**Run 1: I/O nets highlighted**

Scale bar: 50 um.
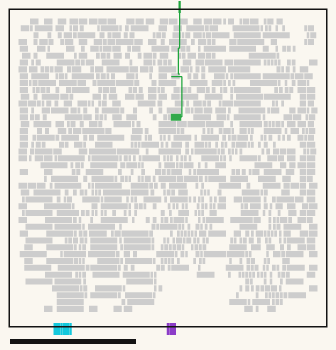
**Run 1: local utilization**

Scale bar: 50 um. 13 x 13 tiles, from white (low) to dark blue (high), 0 to 100% covered.
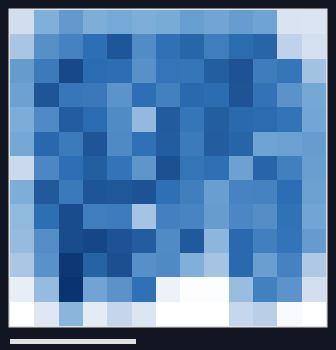
**Run 1: placement view**

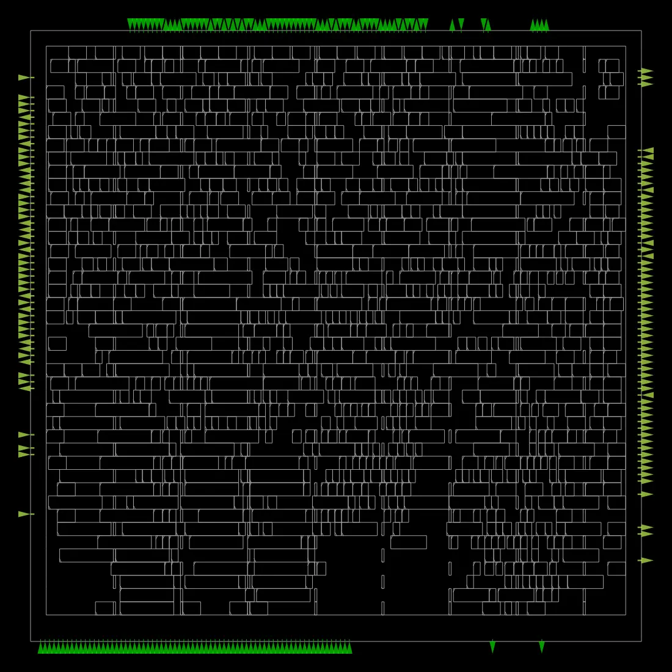
**Run 1: PDN straps and rails**

Scale bar: 50 um. Pins as bars on the die edge. Tap cells in grey.
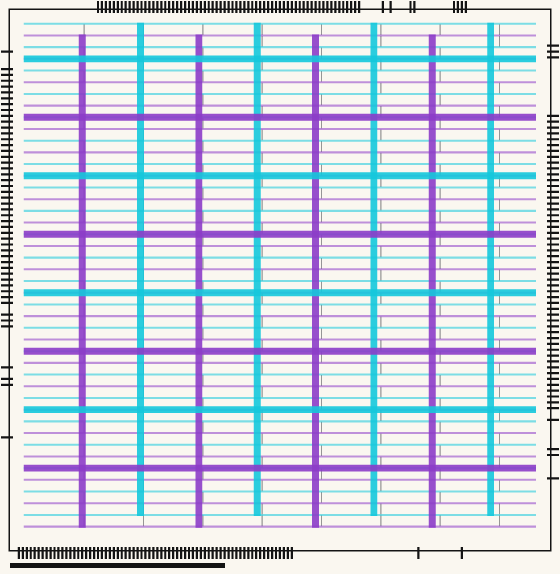
<file path="src/rtl/axi_default_slave.sv">
// rtl/axi_default_slave.sv - AXI4 default/error slave terminating unmapped-address transactions
//
// Purpose: answers every AXI4 transaction routed to unmapped space with an
// error response. Writes are absorbed and answered with one B beat carrying
// RESP; reads return arlen+1 beats of RDATA_PATTERN with RESP. Up to MAX_TXNS
// accepted AW and AR requests are queued per direction. A saturating counter
// of completed transactions and the last accepted address aid software.
//
// Ports:
//   aclk, areset          clock, synchronous active-high reset
//   aw*_i / awready_o     write address channel (only awid/awaddr are used)
//   w*_i / wready_o       write data channel (data discarded, wlast ends burst)
//   b*_o / bready_i       write response channel
//   ar*_i / arready_o     read address channel (arid/araddr/arlen used)
//   r*_o / rready_i       read data channel
//   clear_i               clears err_cnt_o and last_addr_o/last_is_write_o
//   err_cnt_o             completed erroneous transactions, saturating
//   last_addr_o           address of the most recent AW/AR handshake
//   last_is_write_o       1 when last_addr_o came from AW
module axi_default_slave #(
    parameter int          ID_WIDTH      = 4,
    parameter int          ADDR_WIDTH    = 32,
    parameter int          DATA_WIDTH    = 32,
    parameter logic [1:0]  RESP          = 2'b11,
    parameter logic [31:0] RDATA_PATTERN = 32'hBADC_AB1E,
    parameter int          MAX_TXNS      = 4,
    parameter int          CNT_WIDTH     = 16
) (
    input  logic                    aclk,
    input  logic                    areset,
    // write address
    input  logic [ID_WIDTH-1:0]     awid_i,
    input  logic [ADDR_WIDTH-1:0]   awaddr_i,
    input  logic [7:0]              awlen_i,
    input  logic [2:0]              awsize_i,
    input  logic [1:0]              awburst_i,
    input  logic [2:0]              awprot_i,
    input  logic [5:0]              awatop_i,
    input  logic                    awvalid_i,
    output logic                    awready_o,
    // write data
    input  logic [DATA_WIDTH-1:0]   wdata_i,
    input  logic [DATA_WIDTH/8-1:0] wstrb_i,
    input  logic                    wlast_i,
    input  logic                    wvalid_i,
    output logic                    wready_o,
    // write response
    output logic [ID_WIDTH-1:0]     bid_o,
    output logic [1:0]              bresp_o,
    output logic                    bvalid_o,
    input  logic                    bready_i,
    // read address
    input  logic [ID_WIDTH-1:0]     arid_i,
    input  logic [ADDR_WIDTH-1:0]   araddr_i,
    input  logic [7:0]              arlen_i,
    input  logic [2:0]              arsize_i,
    input  logic [1:0]              arburst_i,
    input  logic [2:0]              arprot_i,
    input  logic                    arvalid_i,
    output logic                    arready_o,
    // read data
    output logic [ID_WIDTH-1:0]     rid_o,
    output logic [DATA_WIDTH-1:0]   rdata_o,
    output logic [1:0]              rresp_o,
    output logic                    rlast_o,
    output logic                    rvalid_o,
    input  logic                    rready_i,
    // diagnostics
    input  logic                    clear_i,
    output logic [CNT_WIDTH-1:0]    err_cnt_o,
    output logic [ADDR_WIDTH-1:0]   last_addr_o,
    output logic                    last_is_write_o
);

    localparam int PTR_W  = $clog2(MAX_TXNS);
    localparam int QCNT_W = PTR_W + 1;
    localparam int AR_W   = ID_WIDTH + 8;

    typedef enum logic [1:0] {W_IDLE, W_DATA, W_RESP} w_state_e;
    typedef enum logic       {R_IDLE, R_BURST}        r_state_e;

    // Attributes that an error slave has no use for.
    logic unused_inputs;
    assign unused_inputs = ^{awlen_i, awsize_i, awburst_i, awprot_i, awatop_i,
                             wdata_i, wstrb_i, arsize_i, arburst_i, arprot_i};

    // ------------------------------------------------------------------
    // Handshakes
    // ------------------------------------------------------------------
    logic aw_hs, ar_hs, b_hs, r_hs, r_final_hs;
    logic aw_pop, ar_pop;

    assign aw_hs      = awvalid_i & awready_o;
    assign ar_hs      = arvalid_i & arready_o;
    assign b_hs       = bvalid_o & bready_i;
    assign r_hs       = rvalid_o & rready_i;
    assign r_final_hs = r_hs & rlast_o;
    assign aw_pop     = b_hs;

    // ------------------------------------------------------------------
    // AW queue: holds awid until the B response for it is accepted.
    // ------------------------------------------------------------------
    logic [ID_WIDTH-1:0] aw_mem_q [MAX_TXNS];
    logic [PTR_W-1:0]    aw_wr_q, aw_rd_q;
    logic [QCNT_W-1:0]   aw_cnt_q, aw_cnt_d;
    logic                aw_full_q;

    // The full flag is registered, so ready drops only the cycle after the
    // filling push; qualifying with areset keeps ready low while in reset.
    assign awready_o = ~aw_full_q & ~areset;

    always_comb begin
        aw_cnt_d = aw_cnt_q;
        if (aw_hs && !aw_pop) begin
            aw_cnt_d = aw_cnt_q + 1'b1;
        end else if (!aw_hs && aw_pop) begin
            aw_cnt_d = aw_cnt_q - 1'b1;
        end
    end

    always_ff @(posedge aclk) begin
        if (areset) begin
            aw_wr_q   <= '0;
            aw_rd_q   <= '0;
            aw_cnt_q  <= '0;
            aw_full_q <= 1'b0;
        end else begin
            if (aw_hs)  aw_wr_q <= aw_wr_q + 1'b1;
            if (aw_pop) aw_rd_q <= aw_rd_q + 1'b1;
            aw_cnt_q  <= aw_cnt_d;
            aw_full_q <= (aw_cnt_d == QCNT_W'(MAX_TXNS));
        end
    end

    always_ff @(posedge aclk) begin
        if (aw_hs) aw_mem_q[aw_wr_q] <= awid_i;
    end

    // ------------------------------------------------------------------
    // AR queue: holds {arid, arlen}; popped when the read FSM starts a burst.
    // ------------------------------------------------------------------
    logic [AR_W-1:0]   ar_mem_q [MAX_TXNS];
    logic [PTR_W-1:0]  ar_wr_q, ar_rd_q;
    logic [QCNT_W-1:0] ar_cnt_q, ar_cnt_d;
    logic              ar_full_q;

    assign arready_o = ~ar_full_q & ~areset;

    always_comb begin
        ar_cnt_d = ar_cnt_q;
        if (ar_hs && !ar_pop) begin
            ar_cnt_d = ar_cnt_q + 1'b1;
        end else if (!ar_hs && ar_pop) begin
            ar_cnt_d = ar_cnt_q - 1'b1;
        end
    end

    always_ff @(posedge aclk) begin
        if (areset) begin
            ar_wr_q   <= '0;
            ar_rd_q   <= '0;
            ar_cnt_q  <= '0;
            ar_full_q <= 1'b0;
        end else begin
            if (ar_hs)  ar_wr_q <= ar_wr_q + 1'b1;
            if (ar_pop) ar_rd_q <= ar_rd_q + 1'b1;
            ar_cnt_q  <= ar_cnt_d;
            ar_full_q <= (ar_cnt_d == QCNT_W'(MAX_TXNS));
        end
    end

    always_ff @(posedge aclk) begin
        if (ar_hs) ar_mem_q[ar_wr_q] <= {arid_i, arlen_i};
    end

    // ------------------------------------------------------------------
    // Write FSM: serves the AW queue head; wlast alone ends the burst.
    // ------------------------------------------------------------------
    w_state_e w_state_q, w_state_d;

    always_comb begin
        w_state_d = w_state_q;
        wready_o  = 1'b0;
        bvalid_o  = 1'b0;
        bid_o     = '0;
        bresp_o   = RESP;
        case (w_state_q)
            W_IDLE: begin
                if (aw_cnt_q != '0) w_state_d = W_DATA;
            end
            W_DATA: begin
                wready_o = 1'b1;
                if (wvalid_i && wlast_i) w_state_d = W_RESP;
            end
            W_RESP: begin
                bvalid_o = 1'b1;
                bid_o    = aw_mem_q[aw_rd_q];
                if (bready_i) w_state_d = W_IDLE;
            end
            default: w_state_d = W_IDLE;
        endcase
    end

    always_ff @(posedge aclk) begin
        if (areset) w_state_q <= W_IDLE;
        else        w_state_q <= w_state_d;
    end

    // ------------------------------------------------------------------
    // Read FSM: pops one AR entry per burst and streams arlen+1 beats.
    // ------------------------------------------------------------------
    r_state_e            r_state_q, r_state_d;
    logic [ID_WIDTH-1:0] rid_q;
    logic [7:0]          rcnt_q;
    logic [AR_W-1:0]     ar_head;

    assign ar_head = ar_mem_q[ar_rd_q];

    always_comb begin
        r_state_d = r_state_q;
        ar_pop    = 1'b0;
        rvalid_o  = 1'b0;
        rid_o     = '0;
        rdata_o   = '0;
        rresp_o   = RESP;
        rlast_o   = 1'b0;
        case (r_state_q)
            R_IDLE: begin
                if (ar_cnt_q != '0) begin
                    ar_pop    = 1'b1;
                    r_state_d = R_BURST;
                end
            end
            R_BURST: begin
                rvalid_o = 1'b1;
                rid_o    = rid_q;
                rdata_o  = {(DATA_WIDTH/32){RDATA_PATTERN}};
                rlast_o  = (rcnt_q == 8'd0);
                if (rready_i && rcnt_q == 8'd0) r_state_d = R_IDLE;
            end
            default: r_state_d = R_IDLE;
        endcase
    end

    always_ff @(posedge aclk) begin
        if (areset) begin
            r_state_q <= R_IDLE;
            rid_q     <= '0;
            rcnt_q    <= '0;
        end else begin
            r_state_q <= r_state_d;
            if (ar_pop) begin
                rid_q  <= ar_head[AR_W-1:8];
                rcnt_q <= ar_head[7:0];
            end else if (r_hs && rcnt_q != 8'd0) begin
                rcnt_q <= rcnt_q - 8'd1;
            end
        end
    end

    // ------------------------------------------------------------------
    // Diagnostics: saturating error counter and last-address capture.
    // ------------------------------------------------------------------
    logic [CNT_WIDTH-1:0]  err_cnt_q, err_cnt_d;
    logic [CNT_WIDTH:0]    cnt_sum;
    logic [1:0]            cnt_inc;
    logic [ADDR_WIDTH-1:0] last_addr_q, last_addr_d;
    logic                  last_wr_q, last_wr_d;

    always_comb begin
        // A B and a final R in the same cycle count as two.
        cnt_inc = {1'b0, b_hs} + {1'b0, r_final_hs};
        cnt_sum = {1'b0, err_cnt_q} + (CNT_WIDTH+1)'(cnt_inc);
        if (clear_i) begin
            err_cnt_d = '0;
        end else if (cnt_sum[CNT_WIDTH]) begin
            err_cnt_d = '1;
        end else begin
            err_cnt_d = cnt_sum[CNT_WIDTH-1:0];
        end
    end

    // AW beats AR when both handshake together; a capture beats clear_i.
    always_comb begin
        last_addr_d = last_addr_q;
        last_wr_d   = last_wr_q;
        if (aw_hs) begin
            last_addr_d = awaddr_i;
            last_wr_d   = 1'b1;
        end else if (ar_hs) begin
            last_addr_d = araddr_i;
            last_wr_d   = 1'b0;
        end else if (clear_i) begin
            last_addr_d = '0;
            last_wr_d   = 1'b0;
        end
    end

    always_ff @(posedge aclk) begin
        if (areset) begin
            err_cnt_q   <= '0;
            last_addr_q <= '0;
            last_wr_q   <= 1'b0;
        end else begin
            err_cnt_q   <= err_cnt_d;
            last_addr_q <= last_addr_d;
            last_wr_q   <= last_wr_d;
        end
    end

    assign err_cnt_o       = err_cnt_q;
    assign last_addr_o     = last_addr_q;
    assign last_is_write_o = last_wr_q;

endmodule

</file>
<file path="config.mk">
export PLATFORM = sky130hd
export DESIGN_NAME = axi_default_slave
export DESIGN_NICKNAME = d
export VERILOG_FILES = /design/src/rtl/axi_default_slave.sv
export SDC_FILE = /design/constraint.sdc
export NUM_CORES = 1
export LEC_CHECK = 0
export ABC_AREA = 1
export ABC_CLOCK_PERIOD_IN_PS = 6000
export CORE_MARGIN = 3
export CORE_UTILIZATION = 49
export DETAILED_ROUTE_END_ITERATION = 16
export GPL_TIMING_DRIVEN = 0
export PLACE_DENSITY_LB_ADDON = 0.2
export SYNTH_ARGS = -nofsm -noshare
export SYNTH_HDL_FRONTEND = slang
export SYNTH_SLANG_ARGS = --single-unit
</file>
<file path="constraint.sdc">
create_clock -name aclk -period 6 [get_ports aclk]
set_input_delay 1.2 -clock aclk [delete_from_list [all_inputs] [get_ports aclk]]
set_output_delay 1.2 -clock aclk [all_outputs]
set_load 0.005 [all_outputs]
</file>
==> impl_metrics.toml, run 1 <==
# generated from flow reports
[outcome]
status = "completed"

[clock_tree]
cts_resized = 0
cts_made_buffers = 17
cts_buffer_depth = 2
cts_setup_buffers = 0
clk_pin_slew_ps = 60
ctsHtreeMaxLevel = 4
cts_num_sinks = 148
root_buffer = "clkbuf_16"
clk_latency_ps = 420
cts_tree = "done"

[synth]
synth-async-reset-ratio = 0
largest_area_cell = "edfxtp_1"
synthTopLogicFamily = "simple AND/OR/NAND/NOR gates"
synth_flops = 148
mux_share = 0
aoi_share = 0.110
synth_area_mm2 = 0.00701
topCellsByArea = "edfxtp_1 27%, dfxtp_1 24%, nand2_1 8.6%"
yosysTopAreaCellShare = 0.274
synth_seq_share = 0.514
yosysWarnings = 0
yosys.cell_types.count = 37
ys_sh_simple = 0.220
ys_cells = 825
common_cells = "161 x nand2_1, 98 x nor2_1, 84 x dfxtp_1"

[setup_path]
startpoint = "r_state_q"
worstSetupStartpointType = "flop"
critical_path_required_ps = 4800
end_kind = "primary output"
cpPeakStageDelay_ps = 730
worstRegToRegCells = 12
critPathMaxFanout = 21
r2r-start = "r_state_q"
path_cells = "buf_2, inv_1, nor2_1, clkdlybuf4s50_1"
cp_num_cells = 4
cpMaxStageDelayCell = "dfxtp_1"
cp-endpoint = "rlast_o"
crit_arrival_ps = 2250

[final_timing]
setup-tns-final_ps = 0
relSlewSlack = 0.194
slew_viol_final = 0
max_freq_mhz = 290
worst_pin_slew_ps = 1200
hold_ws_ps = 472
rsz0062_at_grt = "false"

[layout]
nMultiInputCombCells = 543
largest_class = "sequential cells"
buffer_area_frac = 0.226
comb-cell-share = 0.282
synthToLayoutAreaGrowth_pct = 36.5
layout_top_cells = "169 x clkdlybuf4s50_1, 161 x nand2_1, 98 x nor2_1, 84 x dfxtp_1, 80 x nand3_1"
layout_top_cell = "clkdlybuf4s50_1"
num-nonclk-inverters = 78
regArea_mm2 = 0.00360
largest-register = "ar_mem_q"
buffers = 240
final_util = 0.687
sh_seq_area = 0.377
antenna_cells = 0

[route]
drcViolationCount = 0
m1WireLength_um = 7330
route.met3.wl_um = 1140
wirelength_um = 16800
top_layer = "met4"
drt_iter0_drc = 378
dr_wl_met2_um = 8060

[power]
clock_net_power_uw = 1050
p_seq_frac = 0.359
p_leak_uw = 0.00392
p_sw_frac = 0.334
pg_comb_uw = 1170
power_leader = "registers"
vdd_drop_max_uv = 257
clockPowerShare = 0.304
combPwrFrac = 0.337
power.density_mw_per_mm2 = 362

[job]
max_cap_viol_count = 0
warnings = 103

[hold_path]
hold_path_class = "flop to flop"
whs_path_depth = 1
min_to = "aw_rd_q[0]"
min-delay-start = "aw_rd_q[0]"

[floorplan]
tap_cells = 180
fp_util = 0.503

[grt]
met1_usage = 0.272
gr-total-overflow = 0
grt.busiest_layer = "met2"
grt_max_degree = 22
antenna_found_initial = 0

[place]
post-dp-hpwl_um = 12000
place_inst = 1189
-- 'I/O nets highlighted' (at the start) --
legend:
  purple:
    port: wstrb_i
    bits: 4
    direction: input
    end_cells: 0
    buffers: 0
  cyan:
    port: awlen_i
    bits: 8
    direction: input
    end_cells: 0
    buffers: 0
  green:
    port: arready_o
    bits: 1
    direction: output
    end_cells: 1
    buffers: 1
    wire: 46.7 um
Boundary Pins: 254
Port Buffer Count: 169

-- 'local utilization' (at the start) --
mean over tiles: 59%
nearly empty tiles: 4.1%
tiles over 75% full: 27%
fullest tile: 98%

-- 'placement view' (at the start) --
flop count: 148
Cell Rows: 43
filler cell count: 1154
non-filler cells, final: 1221

-- 'PDN straps and rails' (at the start) --
legend:
  cyan:
    net: VDD
  purple:
    net: VSS
rows: 43
met4 straps: 8
tap cells: 180
Die H: 126 um
core area: 0.0139 mm2

**Run 1: sequential cells grouped by signal name**

Scale bar: 50 um. Other sequential cells in the stronger grey, the rest of the logic in the fainter grey.
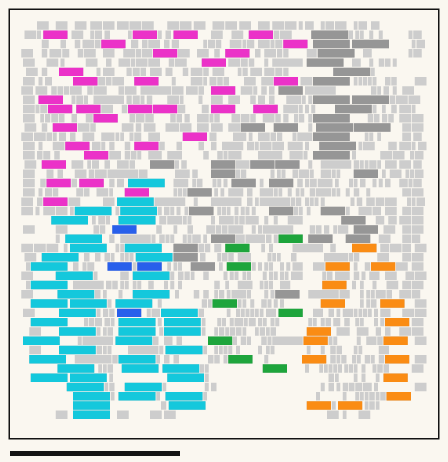

==> run 2: changes to the inputs <==
ABC_CLOCK_PERIOD_IN_PS = 2900   (was 6000)
CORE_UTILIZATION = 41   (was 49)
clock period = 2.9 ns   (was 6 ns; I/O delays follow)
**Run 2: sequential cells grouped by signal name**

Scale bar: 50 um. Other sequential cells in the stronger grey, the rest of the logic in the fainter grey.
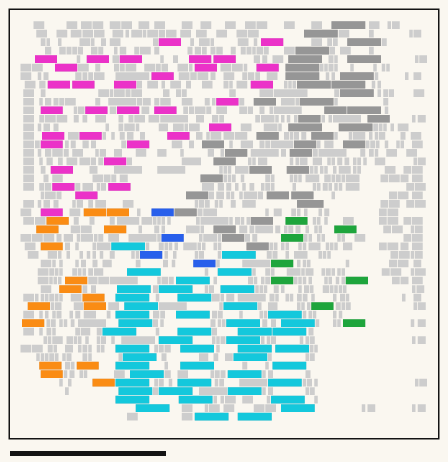
legend:
  orange:
    netlist_name: err_cnt_o
    placed_flops: 16
  cyan:
    netlist_name: ar_mem_q
    placed_flops: 48
  green:
    netlist_name: rcnt_q
    placed_flops: 8
  magenta:
    netlist_name: last_addr_o
    placed_flops: 32
  blue:
    netlist_name: rid_q
    placed_flops: 4
not coloured: 40

==> run 2 against run 1 <==
Against the previous run:
- clock-buffer cell count did not move
- flip-flop count stayed put
- hold slack improved by 4.3 ps
- combinational power up 110%
- cell count is 3.3% higher
- first-iteration DRC count shrank 15%
- die area rose by 19%
- critical path depth rose by 1
- via count fell by 0.92%
- global-route usage is 2.5 points lower
- sequential power rose by 110%
- clock power increased by 110%
==> impl_metrics.toml, run 2 <==
# generated from flow reports
[outcome]
status = "completed"

[power]
p_sw_frac = 0.321
power_uw = 7220
clockPowerShare = 0.311
pg_comb_uw = 2410
p_seq_frac = 0.355
combPwrFrac = 0.334
vdd_drop_max_uv = 513
power_leader = "registers"
p_leak_uw = 0.00392
clock_net_power_uw = 2250

[setup_path]
cp_num_cells = 5
cpPeakStageDelay_ps = 450
cpMaxStageDelayCell = "clkdlybuf4s50_1"
critPathMaxFanout = 9
crit_arrival_ps = 2040
critical_path_required_ps = 2320
end_kind = "primary output"
cp-endpoint = "bid_o[1]"
worstSetupStartpointType = "flop"
r2r-start = "r_state_q"
path_cells = "clkbuf_1, inv_1, o21ai_0, a21oi_1, clkdlybuf4s50_1"

[synth]
largest_area_cell = "edfxtp_1"
synthTopLogicFamily = "simple AND/OR/NAND/NOR gates"
synth-async-reset-ratio = 0
edf_count = 64
ys_cells = 825
topCellsByArea = "edfxtp_1 27%, dfxtp_1 24%, nand2_1 8.6%"
synth_flops = 148
yosysWarnings = 0
synth_area_mm2 = 0.00701
ys_sh_simple = 0.220
yosysTopAreaCellShare = 0.274
mux_share = 0
common_cells = "161 x nand2_1, 98 x nor2_1, 84 x dfxtp_1"
yosys.cell_types.count = 37

[layout]
num-nonclk-inverters = 78
mi_logic_area_mm2 = 0.00269
final_util = 0.579
largest-register = "ar_mem_q"
buffer_area_frac = 0.225
buffers = 240
antenna_cells = 0
largest_class = "sequential cells"
ff_count = 148
nMultiInputCombCells = 543
synthToLayoutAreaGrowth_pct = 37.6
layout_top_cells = "169 x clkdlybuf4s50_1, 161 x nand2_1, 98 x nor2_1, 83 x dfxtp_1, 80 x nand3_1"
layout_top_cell = "clkdlybuf4s50_1"
finalNonFillerCells = 1261
n_fill_cell = 1540
comb-cell-share = 0.279
regArea_mm2 = 0.00361

[final_timing]
worst_pin_slew_ps = 1220
setup-tns-final_ps = 0
max_freq_mhz = 382
slew_viol_final = 0
rsz0062_at_grt = "false"

[route]
drt_iter0_drc = 321
route.met3.wl_um = 1130
vias_per_cell = 4.78
drcViolationCount = 0
dr_wl_met2_um = 8200
top_layer = "met4"

[floorplan]
die_height_um = 137
coreArea_mm2 = 0.0166
ios = 254
fp_util = 0.421
row_count = 47

[clock_tree]
cts_buffer_depth = 2
cts_resized = 1
cts_num_sinks = 148
root_buffer = "clkbuf_16"
ctsHtreeMaxLevel = 4
clk_latency_ps = 420
cts_setup_buffers = 0
cts_made_buffers = 17
clk_pin_slew_ps = 60

[place]
post-dp-hpwl_um = 12400
place_inst = 1229
portBuffers = 169

[hold_path]
min_to = "last_is_write_o"
hold_path_class = "flop to flop"
whs_path_depth = 2

[job]
warnings = 103
max_cap_viol_count = 0

[grt]
antenna_found_initial = 0
grt.busiest_layer = "met2"
globalRouteTotalUtil = 0.187
gr-total-overflow = 0
met1_usage = 0.242
grt_max_degree = 22
Power figures rest on the tool's default switching activity, not on a simulated workload.
